### The metal 3 layer, run 1

The bar under the picture is 50 microns long. Cells faint in the background.
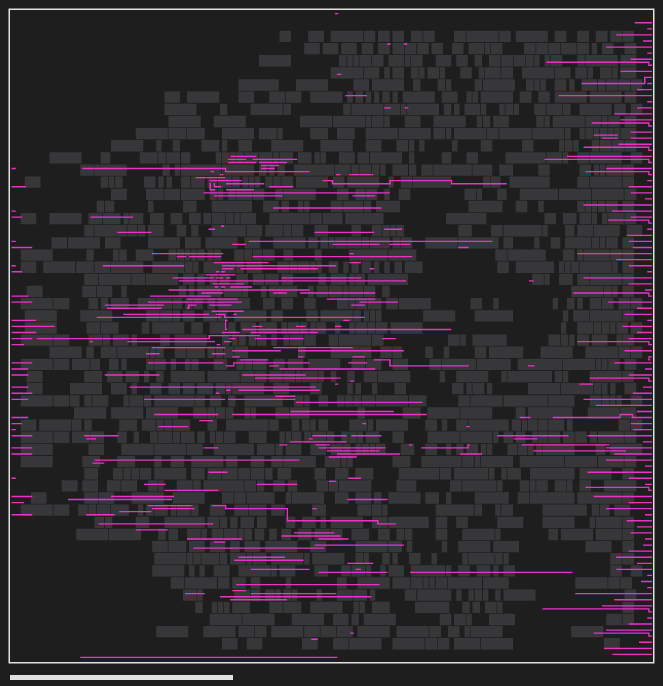
### Routing congestion, run 1

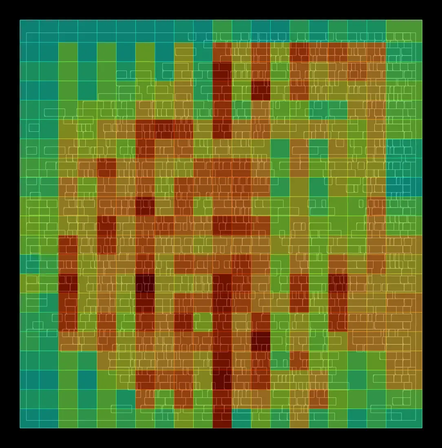
### Met2 routing, run 1

Cells faint in the background.
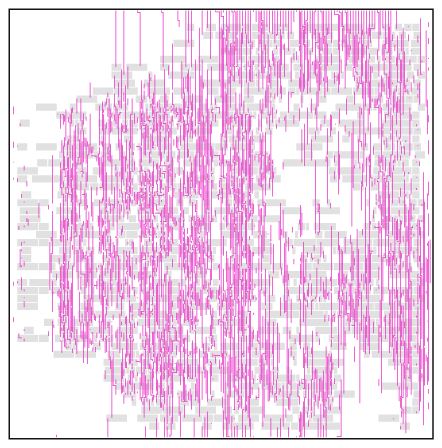
==> src/rtl/ifetch_stage.sv <==
// Instruction fetch stage: owns the fetch PC, issues one-outstanding imem requests, holds IR and splits fields.
// Optional macro IF_DELAY_SLOT_EN delivers one delay-slot instruction before a redirect target.
module ifetch_stage #(
    parameter logic [31:0] RESET_PC = 32'h0000_3000,
    parameter logic [31:0] PC_STEP  = 32'd4
) (
    input  logic        clk,
    input  logic        rst,
    output logic        imem_req,
    output logic [31:0] imem_addr,
    input  logic        imem_ack,
    input  logic [31:0] imem_rdata,
    input  logic        id_ready,
    input  logic        redirect_valid,
    input  logic [31:0] redirect_pc,
    output logic        if_valid,
    output logic [31:0] ir,
    output logic [31:0] ir_pc,
    output logic [31:0] pc_plus4,
    output logic [5:0]  opcode,
    output logic [4:0]  rs,
    output logic [4:0]  rt,
    output logic [4:0]  rd,
    output logic [4:0]  shamt,
    output logic [5:0]  funct,
    output logic [15:0] imm16,
    output logic [1:0]  dbg_state
);
    typedef enum logic [1:0] {IDLE = 2'd0, REQ = 2'd1, HOLD = 2'd2} state_t;

    state_t      state_q, state_d;
    logic [31:0] pc_fetch_q, pc_fetch_d;
    logic [31:0] req_addr_q, req_addr_d;
    logic [31:0] ir_q, ir_d;
    logic [31:0] ir_pc_q, ir_pc_d;
    logic        kill_q, kill_d;
    logic        if_valid_q, if_valid_d;
    logic [31:0] redir_tgt;
    logic        hold_req;
`ifdef IF_DELAY_SLOT_EN
    logic        pend_q, pend_d;
    logic [31:0] pend_pc_q, pend_pc_d;
`endif

    // Handshake: imem_req stays high until imem_ack; an ack counts only while imem_req is high.
    assign redir_tgt = redirect_pc & 32'hFFFF_FFFC;
    assign hold_req  = (state_q == HOLD) && id_ready;
    assign imem_req  = (state_q == REQ) || hold_req;
    assign imem_addr = (state_q == REQ) ? req_addr_q : pc_fetch_q;

    assign if_valid  = if_valid_q;
    assign ir        = ir_q;
    assign ir_pc     = ir_pc_q;
    assign pc_plus4  = ir_pc_q + 32'd4;
    assign opcode    = ir_q[31:26];
    assign rs        = ir_q[25:21];
    assign rt        = ir_q[20:16];
    assign rd        = ir_q[15:11];
    assign shamt     = ir_q[10:6];
    assign funct     = ir_q[5:0];
    assign imm16     = ir_q[15:0];
    assign dbg_state = state_q;

    always_comb begin
        state_d    = state_q;
        pc_fetch_d = pc_fetch_q;
        req_addr_d = req_addr_q;
        ir_d       = ir_q;
        ir_pc_d    = ir_pc_q;
        kill_d     = kill_q;
        if_valid_d = if_valid_q;
`ifdef IF_DELAY_SLOT_EN
        pend_d     = pend_q;
        pend_pc_d  = pend_pc_q;
`endif
        case (state_q)
            IDLE: begin
                state_d    = REQ;
                req_addr_d = pc_fetch_q;
            end
            REQ: begin
                if (imem_ack) begin
                    if (kill_q) begin
                        kill_d     = 1'b0;
                        req_addr_d = pc_fetch_q;
                    end else begin
                        ir_d       = imem_rdata;
                        ir_pc_d    = req_addr_q;
                        if_valid_d = 1'b1;
                        state_d    = HOLD;
`ifdef IF_DELAY_SLOT_EN
                        // A pending target takes over once the slot word lands in IR.
                        pc_fetch_d = pend_q ? pend_pc_q : req_addr_q + PC_STEP;
                        pend_d     = 1'b0;
`else
                        pc_fetch_d = req_addr_q + PC_STEP;
`endif
                    end
                end
            end
            HOLD: begin
                if (id_ready) begin
                    if (imem_ack) begin
                        ir_d       = imem_rdata;
                        ir_pc_d    = pc_fetch_q;
                        pc_fetch_d = pc_fetch_q + PC_STEP;
                    end else begin
                        if_valid_d = 1'b0;
                        req_addr_d = pc_fetch_q;
                        state_d    = REQ;
                    end
                end
            end
            default: state_d = IDLE;
        endcase

        if (redirect_valid) begin
`ifdef IF_DELAY_SLOT_EN
            case (state_q)
                IDLE: begin
                    pc_fetch_d = redir_tgt;
                    req_addr_d = redir_tgt;
                end
                REQ: begin
                    if (imem_ack) begin
                        pc_fetch_d = redir_tgt;
                        pend_d     = 1'b0;
                    end else begin
                        pend_d     = 1'b1;
                        pend_pc_d  = redir_tgt;
                    end
                end
                HOLD: begin
                    // Slot is either the unconsumed IR word or the word acked this cycle.
                    if (!id_ready || imem_ack) begin
                        pc_fetch_d = redir_tgt;
                    end else begin
                        pend_d     = 1'b1;
                        pend_pc_d  = redir_tgt;
                    end
                end
                default: ;
            endcase
`else
            pc_fetch_d = redir_tgt;
            if_valid_d = 1'b0;
            case (state_q)
                IDLE: req_addr_d = redir_tgt;
                REQ: begin
                    if (imem_ack) begin
                        kill_d     = 1'b0;
                        req_addr_d = redir_tgt;
                        ir_d       = ir_q;
                        ir_pc_d    = ir_pc_q;
                        state_d    = REQ;
                    end else if (!kill_q) begin
                        kill_d     = 1'b1;
                    end
                end
                HOLD: begin
                    req_addr_d = redir_tgt;
                    ir_d       = ir_q;
                    ir_pc_d    = ir_pc_q;
                    state_d    = REQ;
                end
                default: ;
            endcase
`endif
        end
    end

    always_ff @(posedge clk) begin
        if (rst) begin
            state_q    <= IDLE;
            pc_fetch_q <= RESET_PC;
            req_addr_q <= RESET_PC;
            ir_q       <= 32'd0;
            ir_pc_q    <= 32'd0;
            kill_q     <= 1'b0;
            if_valid_q <= 1'b0;
        end else begin
            state_q    <= state_d;
            pc_fetch_q <= pc_fetch_d;
            req_addr_q <= req_addr_d;
            ir_q       <= ir_d;
            ir_pc_q    <= ir_pc_d;
            kill_q     <= kill_d;
            if_valid_q <= if_valid_d;
        end
    end

`ifdef IF_DELAY_SLOT_EN
    always_ff @(posedge clk) begin
        if (rst) begin
            pend_q    <= 1'b0;
            pend_pc_q <= 32'd0;
        end else begin
            pend_q    <= pend_d;
            pend_pc_q <= pend_pc_d;
        end
    end
`endif
endmodule

==> config.mk <==
export PLATFORM = sky130hd
export DESIGN_NAME = ifetch_stage
export DESIGN_NICKNAME = d
export VERILOG_FILES = /design/src/rtl/ifetch_stage.sv
export SDC_FILE = /design/constraint.sdc
export NUM_CORES = 1
export LEC_CHECK = 0
export CAP_MARGIN = 10
export CORE_AREA = 2 2 142 144
export DETAILED_ROUTE_END_ITERATION = 7
export DIE_AREA = 0 0 144 146
export PLACE_DENSITY = 0.86
export SLEW_MARGIN = 20
export SYNTH_ARGS = -nofsm -noshare
export SYNTH_HDL_FRONTEND = slang
export SYNTH_SLANG_ARGS = --single-unit
==> constraint.sdc <==
create_clock -name clk -period 3.1 [get_ports clk]
set_clock_uncertainty 0.2 [all_clocks]
set_input_delay 0.31 -clock clk [delete_from_list [all_inputs] [get_ports clk]]
set_output_delay 0.31 -clock clk [all_outputs]
set_load 0.1 [all_outputs]
==> results.sh, run 1 <==
# yosys + openroad results
export IMPL_ios=249
export IMPL_report_final_hold_viol_count=0
export IMPL_slew_headroom_pct=57.8
export IMPL_postSynthSeqShare_pct=32.2
export IMPL_top_area_share_pct=32.2
export IMPL_rsz0062_at_grt="false"
export IMPL_timing_final_ws_setup_ns=0.142
export IMPL_dr_pass1_iters=7
export IMPL_crit_required_ns=2.59
export IMPL_via_per_inst=5.80
export IMPL_htree_levels=4
export IMPL_grt_ovfl_total=0
export IMPL_die_x_microns=144
export IMPL_period_needed_ns=2.96
export IMPL_status="finished, final reports clean"
export IMPL_design_area_sq_um=11800
export IMPL_warnings=34
export IMPL_dpl_cell_area_sq_um=11200
export IMPL_num_rows=51
export IMPL_syn_avg_cell_area_sq_um=8.06
About 'The metal 3 layer':
share of all routed wire = 11%
longest straight run = 57.3 microns
main direction = horizontal
WL final: 28800 microns
GRT met3 Usage: 5.99%
via count: 8601

About 'Routing congestion':
GRT Total Usage: 26.4%
final core occ: 60.8%
WL/cell: 19.5 microns
GRT busiest layer: met2

About 'Met2 routing':
share of all routed wire = 47%
main direction = vertical
nets with wire on the layer = 1061
longest straight run = 86.2 microns
grt met2 use: 42.4%

## run 1: layer usage
layer	share of wire, %	up-vias
met2	47	534
met1	40	3989
met4	2.6	0
met5	0	-
met3	11	64
li1	-	4014
## run 1: repair_timing
action	CTS	global route
gates resized	2	3
endpoints found under the setup margin	4	7
hold endpoints to repair	0	0
hold buffers	0	0
setup buffers	0	1
## run 1: power breakdown
| part | switching [W] | total (W) | internal, W | leakage [nW] |
|---|---|---|---|---|
| Clock | 0.000874 | 0.00193 | 0.00106 | 0.275 |
| Combinational | 0.00225 | 0.00312 | 0.000862 | 3.27 |
| Sequential | 0.000226 | 0.00207 | 0.00185 | 1.10 |
## run 1: registers in the layout, summed over array words and instances, names as in the netlist, named ones only
signal	count
dbg_state	2
if_valid	1
ir	32
ir_pc	32
pc_fetch_q	32
req_addr_q	32
## run 1: critical path: cells and delay by family, from the launching register on
kind	cells	cell delay, ns
simple gates	5	1.25
buf+inv	1	0.19
xor+xnor	1	0.19
flops	1	0.38
## run 1: final cells by class
cell class,count,area (sq um),area share [%]
Multi-Input combinational cell,736,5090,43.3
Timing Repair Buffer,296,3000,25.5
Sequential cell,132,2700,22.9
Clock buffer,17,425,3.62
Tap cell,265,332,2.82
Clock inverter,15,130,1.11
Inverter,21,81.3,0.692
## run 1: metrics by stage
stage	total power, W	setup TNS (ns)	cells	utilization (%)	hold slack [ns]
after CTS	0.00714	-0.0919	1481	60.7	0.0902
after floorplan	0.00439	-0.0822	1017	-	0.246
after global placement	0.00518	0	1449	57.8	0.262
after detailed placement	0.00521	0	1449	57.8	0.270
final	0.00712	0	1482	60.8	0.107
after global routing	0.00735	0	1482	60.8	0.107
## run 1: cell families after synthesis
group,synth area share (%)
compound gates,21.7
xor+xnor,4.59
fa+ha+maj,1.07
buf+inv,9.98
flops,32.2
mux,8.76
simple gates,21.7
## run 1: synthesized netlist by cell type (2+ instances only)
master,n
a2111oi_0,7
a211o_1,3
a211oi_1,37
a21o_1,2
a21oi_1,74
a221oi_1,30
a222oi_1,5
a22oi_1,5
a31oi_1,8
a32o_1,18
a32oi_1,7
and2_1,4
and3_1,8
buf_1,7
buf_2,19
buf_4,54
buf_6,2
clkbuf_1,44
dfxtp_1,132
ha_1,7
inv_1,20
mux2_2,38
mux2i_1,29
nand2_1,130
nand2b_1,5
nand3_1,25
nand3_2,3
nand3b_1,5
nand4_1,14
nand4_2,2
nand4b_1,4
nor2_1,88
nor2b_1,24
nor3_1,41
nor4_1,3
o211ai_1,2
o21ai_0,32
o21bai_1,2
o22ai_1,5
o31ai_1,3
or3_1,3
xnor2_1,27
xor2_1,16
## run 1: path summary, 6_finish.rpt
| kind | start | endpoint | depth (start not counted) |
|---|---|---|---|
| max | ir_pc[6] | pc_plus4[27] | 7 |
| min | rst | pc_fetch_q[16] | 2 |
| max reg2reg | dbg_state[0] | pc_fetch_q[29] | 10 |
| min reg2reg | ir[20] | ir[20] | 2 |
### Clock wires, drivers and flops, run 1

The bar under the picture is 50 microns long.
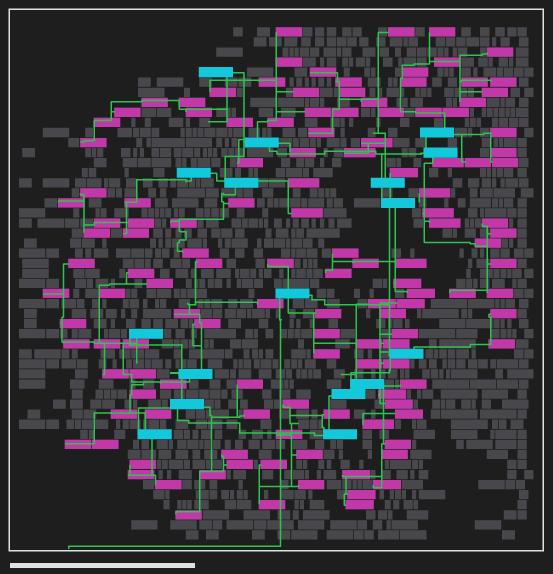

--- run 2 (diff from run 1) ---
CELL_PAD_IN_SITES_DETAIL_PLACEMENT = 1   (was unset)
CELL_PAD_IN_SITES_GLOBAL_PLACEMENT = 1   (was unset)
CORE_AREA = 2 2 166 168   (was 2 2 142 144)
DIE_AREA = 0 0 168 170   (was 0 0 144 146)
### Clock wires, drivers and flops, run 2

The bar under the picture is 50 microns long.
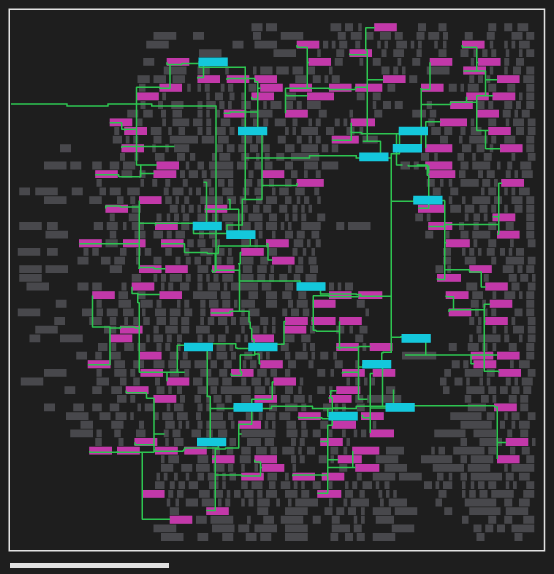
magenta -> flip-flops  # count 132
green -> clock wires  # length 2080 microns
cyan -> clock-net drivers  # count 17
routed clock nets = 18
Worst-Skew Late Latency: 0.43 ns
Clk pwr share: 28.8%
clk pwr: 0.00213 W

==> run 2 against run 1 <==
  * Non-clock buffer count is 5 higher
  * Sequential share of layout area fell by 0.52 points
  * Fmax rose by 0.72%
  * Wire length up 17%
  * Highest routed layer unchanged
  * Core utilization shrank 16 points
  * Clock power grew about 10%
  * Die area rose by 36%
==> results.sh, run 2 <==
# yosys + openroad results
export IMPL_most_common_cell="dfxtp_1"
export IMPL_synth_area_sq_um=8200
export IMPL_ys_async_sr_fraction_pct=0
export IMPL_ff_type="dfxtp_1"
export IMPL_wl_microns=33900
export IMPL_dr_wl_met3_microns=2630
export IMPL_status="finished, final reports clean"
export IMPL_common_cells="dfxtp_1 (132), nand2_1 (130), nor2_1 (88)"
export IMPL_period_needed_ns=2.94
export IMPL_rsz0062_at_grt="false"
export IMPL_cts_hold_buffers=0
export IMPL_fp_coreArea_sq_um=26700
export IMPL_ff2ff_path_depth=10
export IMPL_htree_levels=4
export IMPL_slew_headroom_pct=52.2
export IMPL_critPathLaunchType="register"
export IMPL_report_final_hold_viol_count=0
export IMPL_ios=249
export IMPL_setup_tns_ns=0
export IMPL_wl_per_cell_microns=21.6
export IMPL_wl_met2_microns=16500
export IMPL_power_w=0.00740
export IMPL_ys_cells=1017
export IMPL_die_x_microns=168
export IMPL_syn_nets=1093
export IMPL_timing_final_ws_setup_ns=0.163
export IMPL_num_vias=8759
export IMPL_dr_pass1_iters=6
export IMPL_warnings=35
export IMPL_top_layer="met4"
export IMPL_wl_met1_microns=13700
export IMPL_top_area_share_pct=32.2
export IMPL_crit_required_ns=3.21
export IMPL_postSynthSeqShare_pct=32.2
export IMPL_post_route_util_pct=45.1
export IMPL_crit_path_end_kind="register"
export IMPL_hold_path_cell_count=3
### Met2 routing, run 2

Cells faint in the background.
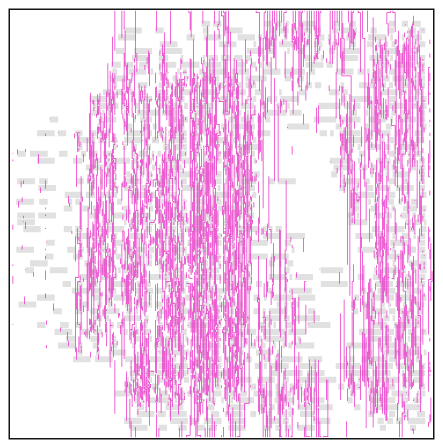
main direction = vertical
share of all routed wire = 49%

## run 2: cell counts after synthesis
No cell type changed its count.
## run 2: worst max-delay path, stage by stage, from the launching register on
cell,delay (ns)
dfxtp_4,0.39
inv_4,0.05
ha_4,0.25
buf_8,0.20
nand4b_1,0.26
a22oi_2,0.34
nand3b_2,0.14
buf_4,0.19
nor3_1,0.24
xor2_1,0.14
a2111oi_0,0.40
## run 2: worst paths after layout
check	slack [ns]	from	to
worst max-delay path	0.16	dbg_state[0]	pc_fetch_q[29]
worst min-delay path	0.12	rst	pc_fetch_q[28]
worst max register to register	0.16	dbg_state[0]	pc_fetch_q[29]
worst min register to register	0.28	ir[29]	ir[29]
## run 2: cells by family (layout without fill, tap and decap cells)
logic type	count (synthesis)	after routing	synth area share, %
AOI/OAI and AO/OA	251	251	21.7
xor gates and xnor gates	43	43	4.59
adders and majority gates	7	7	1.07
buffers and inverters	149	354	9.98
DFF	132	132	32.2
muxes	67	67	8.76
other	0	2	0
and+or+nand+nor	368	368	21.7
## run 2: layer usage
metal | vias up | track usage [%]
met5 | - | 0
met4 | 0 | 9.83
met3 | 74 | 5.77
met2 | 425 | 39.0
met1 | 4247 | 27.4
li1 | 4013 | -
## run 2: timing repair
item / CTS / global route
gates cloned: 0 / 0
pin swaps: 0 / 2
gates resized: 6 / 2
setup endpoints to repair: 5 / 10
setup buffers: 0 / 2
## run 2: stage by stage
| step | std cells | cell area, sq um | hold WS [ns] |
|---|---|---|---|
| 5_1_grt | 1565 | 12000 | 0.0993 |
| 3_3_place_gp | 1529 | 11400 | 0.257 |
| 3_5_place_dp | 1529 | 11400 | 0.268 |
| 2_1_floorplan | 1017 | 8610 | 0.246 |
| 4_1_cts | 1561 | 12000 | 0.0798 |
| 6_report | 1565 | 12000 | 0.118 |
## run 2: where the power goes
group	leakage (nW)	switching [W]	internal [W]
clock	0.297	0.000823	0.00131
combinational	3.31	0.00230	0.000884
sequential	1.10	0.000231	0.00185
total	4.70	0.00336	0.00404
## run 2: cell type report
type,count,area [sq um]
fillers,3066,14600
inverters,21,81.3
diodes,2,5.00
clock inverters,12,153
repair buffers,301,3110
flip-flops and latches,132,2700
well taps,341,427
multi-input cells,736,5110
clock buffers,20,457
Power and IR drop assume default switching activity.
